### The metal 3 layer, run 1

Scale: 3 px per µm.
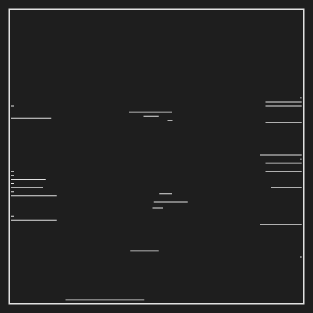
### Metal 2, run 1

Scale: 3 px per µm. Cells faint in the background.
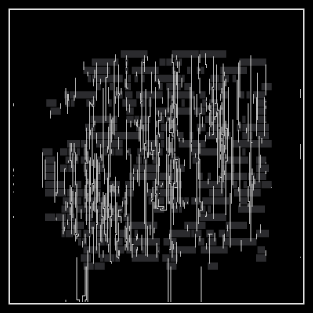
### Gate-type map, run 1

Scale: 4 px per µm.
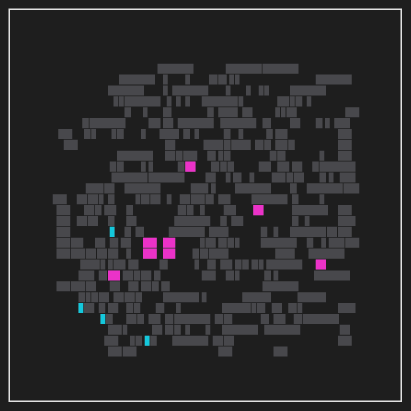
==> config.mk <==
export PLATFORM = sky130hd
export DESIGN_NAME = shift_pipe
export DESIGN_NICKNAME = d
export VERILOG_FILES = /design/src/rtl/shift_pkg.sv /design/src/rtl/shift_pipe_stage.sv /design/src/rtl/shift_pipe.sv
export SDC_FILE = /design/constraint.sdc
export NUM_CORES = 1
export LEC_CHECK = 0
export CAP_MARGIN = 5
export CORE_MARGIN = 10
export CORE_UTILIZATION = 35
export DETAILED_ROUTE_END_ITERATION = 10
export PLACE_DENSITY = 0.54
export SLEW_MARGIN = 20
export SYNTH_ARGS = -nofsm -noshare
export SYNTH_HDL_FRONTEND = slang
export SYNTH_SLANG_ARGS = --single-unit
==> constraint.sdc <==
create_clock -name clk -period 1.77 [get_ports clk]
set_input_delay 0.354 -clock clk [delete_from_list [all_inputs] [get_ports clk]]
set_output_delay 0.354 -clock clk [all_outputs]
set_load 0.03 [all_outputs]
==> src/rtl/shift_pkg.sv <==
// ============================================================================
// Module      : shift_pkg
// Description : Shared types and constants for the shift_pipe barrel shifter.
//               Holds the operation-mode enumeration carried down the
//               pipeline, its width, and the pass-through mode used for
//               unsupported codes and saturated results.
// Revision    : 1.0 - initial release
// ============================================================================
`default_nettype none

package shift_pkg;

    // Width of the shift_select field and of the per-stage mode register.
    localparam int c_mode_w = 3;

    // Operation modes. The encodings match the external shift_select codes
    // so that the decoder can map them one-to-one. SH_PASS is an internal
    // code that makes every stage hand its data through untouched.
    typedef enum logic [c_mode_w-1:0] {
        SH_LSL  = 3'b000,
        SH_LSR  = 3'b001,
        SH_ASR  = 3'b010,
        SH_ROL  = 3'b011,
        SH_ROR  = 3'b100,
        SH_PASS = 3'b111
    } mode_e;

    // Mode applied to any operation that needs no further shifting:
    // undefined codes, disabled rotates and saturated out-of-range shifts.
    localparam mode_e c_pass_default = SH_PASS;

endpackage : shift_pkg

`default_nettype wire

==> src/rtl/shift_pipe_stage.sv <==
// ============================================================================
// Module      : shift_pipe_stage
// Description : One pipeline stage of the barrel shifter. Conditionally
//               shifts or rotates its input by a fixed distance of 2^K
//               (when amount bit K is set) and captures the result, the mode
//               and the amount in a valid/ready hold register.
//
// Parameters  : WIDTH - data width (power of two, >= 4)
//               K     - stage index; this stage moves data by 2^K positions
//
// Ports       : clk        - rising-edge clock
//               rst_n      - asynchronous active-low reset
//               up_valid   - upstream operation present
//               up_data    - upstream data
//               up_mode    - upstream operation mode
//               up_amount  - upstream shift amount (SHW bits)
//               down_ready - downstream can accept this stage's contents
//               valid      - stage holds an operation
//               data       - registered data after this stage's shift
//               mode       - registered mode
//               amount     - registered shift amount
//
// Build macro : SHIFT_PIPE_ROTATE_EN - include the wrap-around (ROL/ROR)
//               paths; when undefined those modes never reach the stage and
//               the logic is removed.
// Revision    : 1.0 - initial release
// ============================================================================
`default_nettype none

module shift_pipe_stage
    import shift_pkg::*;
#(
    parameter  int WIDTH = 8,
    parameter  int K     = 0,
    localparam int SHW   = $clog2(WIDTH)
) (
    input  logic             clk,
    input  logic             rst_n,
    input  logic             up_valid,
    input  logic [WIDTH-1:0] up_data,
    input  mode_e            up_mode,
    input  logic [SHW-1:0]   up_amount,
    input  logic             down_ready,
    output logic             valid,
    output logic [WIDTH-1:0] data,
    output mode_e            mode,
    output logic [SHW-1:0]   amount
);

    // Fixed distance handled by this stage.
    localparam int c_step = 1 << K;
`ifdef SHIFT_PIPE_ROTATE_EN
    // Distance by which the wrapped-around bits re-enter from the other end.
    localparam int c_back = WIDTH - c_step;
`endif

    logic [WIDTH-1:0] w_shifted;
    logic [WIDTH-1:0] w_next;
    logic             w_load;

    logic             r_valid;
    logic [WIDTH-1:0] r_data;
    mode_e            r_mode;
    logic [SHW-1:0]   r_amount;

    // Mode-dependent fixed shift; the amount bit then selects between the
    // shifted and the unshifted value.
    always_comb begin
        w_shifted = up_data;
        case (up_mode)
            SH_LSL:  w_shifted = up_data << c_step;
            SH_LSR:  w_shifted = up_data >> c_step;
            SH_ASR:  w_shifted = $signed(up_data) >>> c_step;
`ifdef SHIFT_PIPE_ROTATE_EN
            SH_ROL:  w_shifted = (up_data << c_step) | (up_data >> c_back);
            SH_ROR:  w_shifted = (up_data >> c_step) | (up_data << c_back);
`endif
            default: w_shifted = up_data;
        endcase
        w_next = up_amount[K] ? w_shifted : up_data;
    end

    // The register may load whenever it is empty or its contents leave
    // this cycle; otherwise everything is held.
    assign w_load = ~r_valid | down_ready;

    always_ff @(posedge clk or negedge rst_n) begin
        if (!rst_n) begin
            r_valid  <= 1'b0;
            r_data   <= '0;
            r_mode   <= SH_LSL;
            r_amount <= '0;
        end else if (w_load) begin
            r_valid <= up_valid;
            // Payload only moves with a real operation, which keeps the
            // visible result quiet between transactions.
            if (up_valid) begin
                r_data   <= w_next;
                r_mode   <= up_mode;
                r_amount <= up_amount;
            end
        end
    end

    assign valid  = r_valid;
    assign data   = r_data;
    assign mode   = r_mode;
    assign amount = r_amount;

endmodule : shift_pipe_stage

`default_nettype wire

==> src/rtl/shift_pipe.sv <==
// ============================================================================
// Module      : shift_pipe
// Description : Pipelined barrel shifter with valid/ready handshakes on both
//               sides. Supports logical left, logical right and arithmetic
//               right shifts, plus optional rotates. The shift distance is
//               resolved one bit per stage over SHW = log2(WIDTH) registered
//               stages, sustaining one operation per clock with full
//               backpressure.
//
// Parameters  : WIDTH - data width (power of two, >= 4)
//               SHW   - derived, number of pipeline stages
//
// Ports       : clk          - rising-edge clock
//               rst_n        - asynchronous active-low reset
//               in_valid     - operation presented
//               in_ready     - operation accepted on in_valid & in_ready
//               in1          - operand to shift (WIDTH)
//               in2          - unsigned shift amount (SHW+1 bits)
//               shift_select - 000 LSL, 001 LSR, 010 ASR, 011 ROL, 100 ROR,
//                              other codes pass in1 through
//               out_valid    - result available
//               out_ready    - downstream accepts on out_valid & out_ready
//               result       - shifted value (WIDTH)
//               out_zero     - result == 0
//
// Build macro : SHIFT_PIPE_ROTATE_EN - enables ROL/ROR. When undefined,
//               codes 011 and 100 behave as pass-through with the same
//               latency as every other operation.
// Revision    : 1.0 - initial release
// ============================================================================
`default_nettype none

module shift_pipe
    import shift_pkg::*;
#(
    parameter  int WIDTH = 8,
    localparam int SHW   = $clog2(WIDTH)
) (
    input  logic                clk,
    input  logic                rst_n,
    input  logic                in_valid,
    output logic                in_ready,
    input  logic [WIDTH-1:0]    in1,
    input  logic [SHW:0]        in2,
    input  logic [c_mode_w-1:0] shift_select,
    output logic                out_valid,
    input  logic                out_ready,
    output logic [WIDTH-1:0]    result,
    output logic                out_zero
);

    // Index 0 is the decoded input; index k+1 is the output of stage k.
    logic             w_valid  [0:SHW];
    logic [WIDTH-1:0] w_data   [0:SHW];
    mode_e            w_mode   [0:SHW];
    logic [SHW-1:0]   w_amount [0:SHW];

    // w_rdy[k] : stage k can take a new operation this cycle.
    // w_rdy[SHW] is the downstream acceptance.
    logic [SHW:0]     w_rdy;

    // ------------------------------------------------------------------------
    // Input decode. Out-of-range logical shifts and arithmetic shifts are
    // saturated here so the stages only ever see in-range amounts; rotates
    // keep the low SHW bits, which is the amount modulo WIDTH.
    // ------------------------------------------------------------------------
    always_comb begin
        w_data[0]   = in1;
        w_mode[0]   = c_pass_default;
        w_amount[0] = '0;
        case (shift_select)
            SH_LSL: begin
                if (in2[SHW]) begin
                    w_data[0] = '0;
                end else begin
                    w_mode[0]   = SH_LSL;
                    w_amount[0] = in2[SHW-1:0];
                end
            end
            SH_LSR: begin
                if (in2[SHW]) begin
                    w_data[0] = '0;
                end else begin
                    w_mode[0]   = SH_LSR;
                    w_amount[0] = in2[SHW-1:0];
                end
            end
            SH_ASR: begin
                if (in2[SHW]) begin
                    w_data[0] = {WIDTH{in1[WIDTH-1]}};
                end else begin
                    w_mode[0]   = SH_ASR;
                    w_amount[0] = in2[SHW-1:0];
                end
            end
`ifdef SHIFT_PIPE_ROTATE_EN
            SH_ROL: begin
                w_mode[0]   = SH_ROL;
                w_amount[0] = in2[SHW-1:0];
            end
            SH_ROR: begin
                w_mode[0]   = SH_ROR;
                w_amount[0] = in2[SHW-1:0];
            end
`endif
            default: begin
                w_mode[0]   = c_pass_default;
                w_amount[0] = '0;
            end
        endcase
    end

    assign w_valid[0] = in_valid;

    // ------------------------------------------------------------------------
    // Ready chain, evaluated from the output back to the input. A stage can
    // accept when it is empty or when what it holds moves on this cycle, so
    // a full pipeline still takes one operation per cycle while draining.
    // ------------------------------------------------------------------------
    always_comb begin
        w_rdy      = '0;
        w_rdy[SHW] = out_ready;
        for (int k = SHW - 1; k >= 0; k--) begin
            w_rdy[k] = ~w_valid[k+1] | w_rdy[k+1];
        end
    end

    assign in_ready = w_rdy[0];

    // ------------------------------------------------------------------------
    // Shift stages: stage k moves data by 2^k when amount bit k is set.
    // ------------------------------------------------------------------------
    for (genvar k = 0; k < SHW; k++) begin : g_stage
        shift_pipe_stage #(
            .WIDTH (WIDTH),
            .K     (k)
        ) u_stage (
            .clk        (clk),
            .rst_n      (rst_n),
            .up_valid   (w_valid[k]),
            .up_data    (w_data[k]),
            .up_mode    (w_mode[k]),
            .up_amount  (w_amount[k]),
            .down_ready (w_rdy[k+1]),
            .valid      (w_valid[k+1]),
            .data       (w_data[k+1]),
            .mode       (w_mode[k+1]),
            .amount     (w_amount[k+1])
        );
    end

    assign out_valid = w_valid[SHW];
    assign result    = w_data[SHW];
    assign out_zero  = (result == '0);

    // Mode and amount are no longer needed once the last stage has applied
    // its shift.
    logic w_unused_tail;
    assign w_unused_tail = ^{w_mode[SHW], w_amount[SHW]};

endmodule : shift_pipe

`default_nettype wire

==> deck_impl_summary.md, run 1 <==
Implementation Results

Outcome
  – Status: finished with violations
  – Failing checks: setup timing

Die
  – Initial Util: 35.8%
  – # rows: 28
  – Core area: 5890 µm²

Global route
  – GRT overflow: 0
  – Vias in the first global route: 1863
  – Initial antenna violation count: 0

Critical path
  – Critical Path Start Type: register
  – Critical path class: register to output pin
  – Reg2Reg Depth: 4

Hold path
  – Min-Delay Path Class: register to register

Yosys
  – Yosys top cell area share: 42.7%
  – Top cells by area: dfrtp_1 (43%), nand2_1 (8.2%), o21ai_0 (6.6%), nand2b_1 (3.6%), a21oi_1 (3.3%)
  – Main logic family: AND-OR/OR-AND gates
  – Xor+xnor area frac: 0.830%
  – Synth Warn #: 0
  – Registers, synthesis: 36
  – Area fraction in compound gates: 27.8%
  – Leading area contributor after synthesis: dfrtp_1
  – Yosys stat area: 2110 µm²

Final layout
  – ClkCell Share: 3.45%
  – ANT cells: 0

Power and ir drop
  – Switch Pwr: 946 µW

Flow run
  – MaxCap Viol Count: 0

CTS
  – Clk sink count: 36
  – Clock Latency Late Sink: 0.29 ns

Timing
  – Final setup violation count: 1
  – Min Tclk post-route: 1.81 ns
  – Smallest setup slack after layout: -0.0387 ns
  – Hold slack: 0.474 ns

Place
  – Post-DP HPWL: 4120 µm
  – DP Worst Slack: -0.0977 ns

Detailed routing
  – Uppermost routed layer: met4
  – ANT nets after route: 0
  – Metal2 WL: 2640 µm
  – WL final: 5310 µm
Back to the opening pictures, 'The metal 3 layer':
The longest straight run is 26.0 µm. The layer carries 239 µm of wire. 28 nets have wire on it. The layer holds 4.5% of the routed length. The wires run mostly horizontal.

Back to the opening pictures, 'Metal 2':
The layer carries 2640 µm of wire. The wires run mostly vertical. The layer holds 50% of the routed length.

Back to the opening pictures, 'Gate-type map':
Key: inverters = cyan [cells 4, most used inv_1, where south-west]; AND-OR and OR-AND gates = magenta [cells 8, most used a22o_1]
fraction of area in multi-input gates: 40.7%
Top cell excl fill/tap: nand2_1
Layout Cells excl Fill: 376

run 1: per-stage QoR:
| step | instances | area [µm²] | total power (µW) | util, % |
|---|---|---|---|---|
| floorplan | 252 | 2110 | 1700 | - |
| global placement | 368 | 2670 | 2100 | 45.3 |
| detailed placement | 368 | 2670 | 2110 | 45.3 |
| CTS | 376 | 2790 | 2780 | 47.4 |
| global route | 376 | 2790 | 2930 | 47.4 |
| finish | 376 | 2790 | 2740 | 47.4 |
run 1: state kept, by name (all words and copies together), names as in the netlist:
register,cells
g_stage.u_stage.amount,3
g_stage.u_stage.valid,3
g_stage.u_stage.mode,6
g_stage.u_stage.data,24
run 1: tightest hold or removal path, stage by stage (launching register included):
cell and delay, ns:
dfrtp_1 0.35, nand2_1 0.05, nand2_1 0.04
--- run 2 (diff from run 1) ---
PLACE_DENSITY = 0.53   (was 0.54)
SYNTH_HIERARCHICAL = 1   (was not set)
### Gate-type map, run 2

Scale: 4 px per µm.
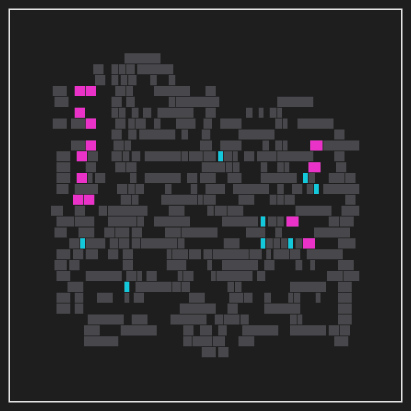
Key: AND-OR and OR-AND gates = magenta [cells 13, most used a21o_1]; inverters = cyan [cells 8, most used inv_1]
Top cell excl fill/tap: dfrtp_1
fraction of area in multi-input gates: 41.1%
Layout Cells excl Fill: 351

### The metal 3 layer, run 2

Scale: 3 px per µm.
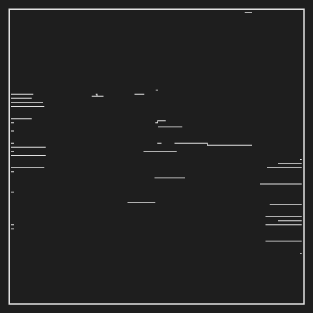
The wires run mostly horizontal. 32 nets have wire on it.
met3 GRT Util: 2.61%
via count: 1783
WL final: 5190 µm

### Cell sizes after repair, run 2

Scale: 4 px per µm.
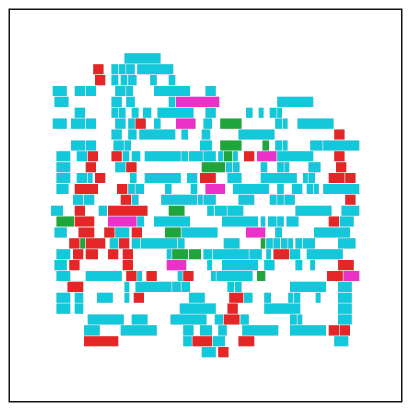
Key: drive 2 = green [cells 13, share 4.7%]; drive 1 or less = cyan [cells 203, share 74%]; drive 3 to 4 = red [cells 52, share 19%]; drive 6 and up = magenta [cells 8, share 2.9%]

==> deck_impl_summary.md, run 2 <==
Implementation Results

Critical path
  – Critical path class: register to output pin
  – CP max stage cell: or4_4
  – CP max stage delay: 0.55 ns
  – Reg2Reg Depth: 4
  – Crit-path max FO: 3
  – CP required: 1.42 ns
  – Worst setup endpoint: out_zero
  – Setup crit end kind: output pin
  – Critical Path Start Type: register
  – Crit path buf inv count: 1

Final layout
  – ANT cells: 0
  – Largest register FFs: 24
  – Final-layout clock buffer total: 6
  – Invs w/o clock: 8
  – #MultiIn Comb: 161
  – ClkCell Share: 3.76%
  – Fillers: 600

Die
  – # rows: 28
  – Die ar.: 9560 µm²
  – Core area: 5890 µm²
  – Initial Util: 36.0%
  – Die outline height: 97.8 µm

Power and ir drop
  – VDD IR max: 0.434 mV
  – Power share of the sequential group: 42.2%
  – Switch Pwr: 872 µW

Detailed routing
  – ANT nets after route: 0
  – WL per Instance: 14.8 µm
  – Vias/cell: 5.08
  – Uppermost routed layer: met4
  – 1st-pass router iterations: 4
  – Metal2 WL: 2630 µm
  – DRT iter0 DRCs: 81

Timing
  – TNS Setup: -0.0643 ns
  – Period utilization: 104%
  – RSZ-0062 raised after global routing: true
  – Min Tclk post-route: 1.83 ns
  – Worst slew pin tran: 0.452 ns
  – Smallest setup slack after layout: -0.0643 ns
  – Final setup violation count: 1
  – Clk_skew: 0.00674 ns

Yosys
  – Mapped Avg Cell Area: 9.85 µm²
  – Synth Warn #: 6

CTS
  – TritonCTS clock tree: built
  – Hold_buf cts: 0
  – Clk sink count: 36
  – Clock Latency Late Sink: 0.29 ns
  – CTS Root Cell: clkbuf_8

Global route
  – Vias in the first global route: 1782
  – GRT overflow: 0
  – First-pass GRT wire length: 8740 µm
  – Total GRT Usage: 10.8%
  – Initial antenna violation count: 0

Place
  – Gp weighted congestion: 0.807
  – Post-DP HPWL: 3980 µm
  – Post-Place Cells: 334

Outcome
  – Status: finished with violations
  – Failing checks: setup timing

Hold path
  – Min-Delay Path Class: primary input to async pin

Flow run
  – MaxCap Viol Count: 0
## run 2: through the flow
stage	total power (µW)	util (%)	setup slack [ns]	cell area [µm²]	hold slack, ns
6_report	2700	48.6	-0.0643	2860	0.478
5_1_grt	2850	48.6	-0.111	2860	0.524
4_1_cts	2690	47.9	-0.0626	2820	0.499
3_5_place_dp	1930	44.5	-0.504	2620	0.482
3_3_place_gp	1910	44.5	-0.465	2620	0.472
2_1_floorplan	1600	-	0.0678	2120	0.0584
## run 2: power by group through the flow
stage | sequential [µW] | clock [µW] | combinational (µW)
after global placement | 1150 | 0 | 762
after detailed placement | 1160 | 0 | 771
after CTS | 1140 | 730 | 826
final | 1140 | 714 | 845
after global routing | 1160 | 768 | 923
after floorplan | 1210 | 0 | 393
--- run 3 (diff from run 2) ---
CORE_UTILIZATION = 40   (was 35)
PLACE_DENSITY = 0.6   (was 0.53)
clock period = 2.3 ns   (was 1.77 ns; I/O delays follow)
### Cell sizes after repair, run 3

Scale: 4 px per µm.
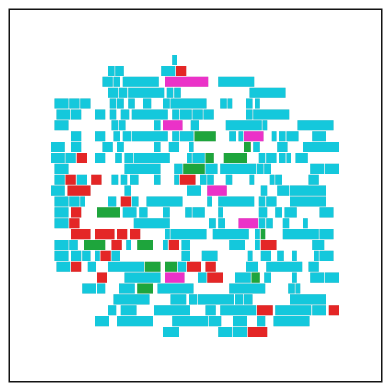
Key: drive 2 = green [cells 13, share 5.0%]; drive 6 and up = magenta [cells 6, share 2.3%]; drive 1 or less = cyan [cells 214, share 83%]; drive 3 to 4 = red [cells 25, share 9.7%]

### The metal 3 layer, run 3

Scale: 3 px per µm.
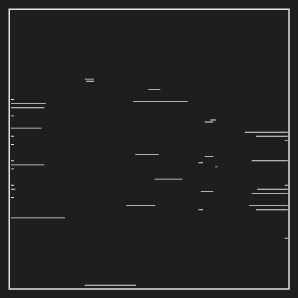
32 nets have wire on it. The wires run mostly horizontal. The layer carries 233 µm of wire.

### Routing congestion, run 3

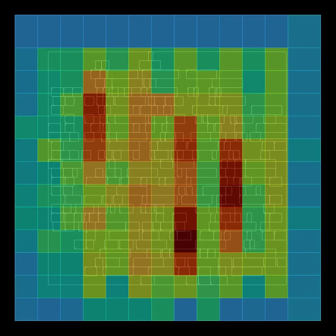
grt met1 use: 12.4%
met3 GRT Util: 3.55%
WL per Instance: 14.5 µm

==> deck_impl_summary.md, run 3 <==
Implementation Results

Critical path
  – Reg2reg start: g_stage[2].u_stage/valid
  – Critical Path Start Type: primary input
  – Critical path class: primary input to output pin
  – CP required: 1.84 ns
  – Crit-path max FO: 4
  – CP top delay family: buffers and inverters
  – Setup crit end kind: output pin
  – CP max stage cell: clkdlybuf4s50_1
  – Crit path buf inv count: 2
  – CP max stage delay: 0.67 ns
  – Critical Path Source: out_ready

Die
  – Core area: 5110 µm²
  – Die ar.: 8600 µm²
  – Die outline height: 92.8 µm
  – Initial Util: 41.5%
  – # rows: 26
  – Width of the die: 92.8 µm
  – I/O pin count: 30

Timing
  – Smallest setup slack after layout: 0.0831 ns
  – Clk_skew: 0.00817 ns
  – Hold slack: 0.489 ns
  – TNS Setup: 0 ns
  – Slew Viols, Final: 0
  – Worst slew pin tran: 0.459 ns
  – Max Fclk: 451 MHz
  – Final setup violation count: 0
  – RSZ-0062 raised after global routing: false
  – Min Tclk post-route: 2.22 ns
  – Period utilization: 96.4%

Place
  – Gp weighted congestion: 0.791
  – DP Worst Slack: -0.0204 ns
  – Placed cell area: 2550 µm²
  – Post-Place Cells: 320
  – Post-DP HPWL: 3710 µm

Power and ir drop
  – Power Combinational: 570 µW
  – VDD IR max: 0.266 mV
  – Seq pwr: 869 µW
  – Power share of the sequential group: 43.8%
  – Switching Fraction: 32.1%
  – Largest power group: registers
  – Comb pwr share: 28.8%
  – Switch Pwr: 636 µW
  – Cell-internal power: 1350 µW
  – Total power: 1980 µW
  – Clock Power Share: 27.4%
  – Clock network power: 543 µW

Detailed routing
  – DRT iter0 DRCs: 68
  – 1st-pass router iterations: 4
  – WL final: 4770 µm
  – Via count: 1720
  – Vias/cell: 5.24
  – Uppermost routed layer: met4
  – ANT nets after route: 0
  – Metal2 WL: 2340 µm

CTS
  – TritonCTS clock tree: built
  – Hold_buf cts: 0
  – Clock Latency Late Sink: 0.29 ns
  – CTS Root Cell: clkbuf_8
  – Clk sink count: 36

Final layout
  – Post-Layout Inst Area: 2660 µm²
  – ANT cells: 0
  – Layout Cells excl Fill: 328
  – Fillers: 498
  – Final core occ: 52.0%
  – Final net count: 276
  – Top cell excl fill/tap: dfrtp_1
  – Area delta synth->final: 25.5%
  – Largest register FFs: 24

Flow run
  – MaxCap Viol Count: 0

Global route
  – Total GRT Usage: 11.7%
  – Initial antenna violation count: 0
  – Vias in the first global route: 1858
  – GRT overflow: 0
  – Met2 Usage GRT: 20.5%
  – First-pass GRT wire length: 8380 µm

Hold path
  – Hold_sp: g_stage[0].u_stage/amount[2]
  – Min-Delay Path Class: register to register

Yosys
  – Synth Warn #: 6
  – Mapped Avg Cell Area: 9.85 µm²

Outcome
  – Status: complete, no violations
run 3: final timing paths:
kind / endpoint / slack (ns) / cells after the start
max: in_ready / 0.08 / 3
min: g_stage[0].u_stage/amount[2] / 0.49 / 1
max reg2reg: g_stage[1].u_stage/data[2] / 0.77 / 5
min reg2reg: g_stage[0].u_stage/amount[2] / 0.49 / 1
max in group asynchronous: g_stage[0].u_stage/data[0] / 1.38 / 2
min in group asynchronous: g_stage[2].u_stage/data[3] / 0.58 / 2
run 3: cell type report:
class | count | area, µm² | share of cell area, %
Multi-Input combinational cell | 161 | 1120 | 42.2
Sequential cell | 36 | 901 | 33.9
Timing Repair Buffer | 45 | 409 | 15.4
Tap cell | 70 | 87.6 | 3.30
Clock buffer | 6 | 72.6 | 2.73
Clock inverter | 2 | 35.0 | 1.32
Inverter | 8 | 30.0 | 1.13
No activity file was given, so power comes from the tool's default toggle rates.
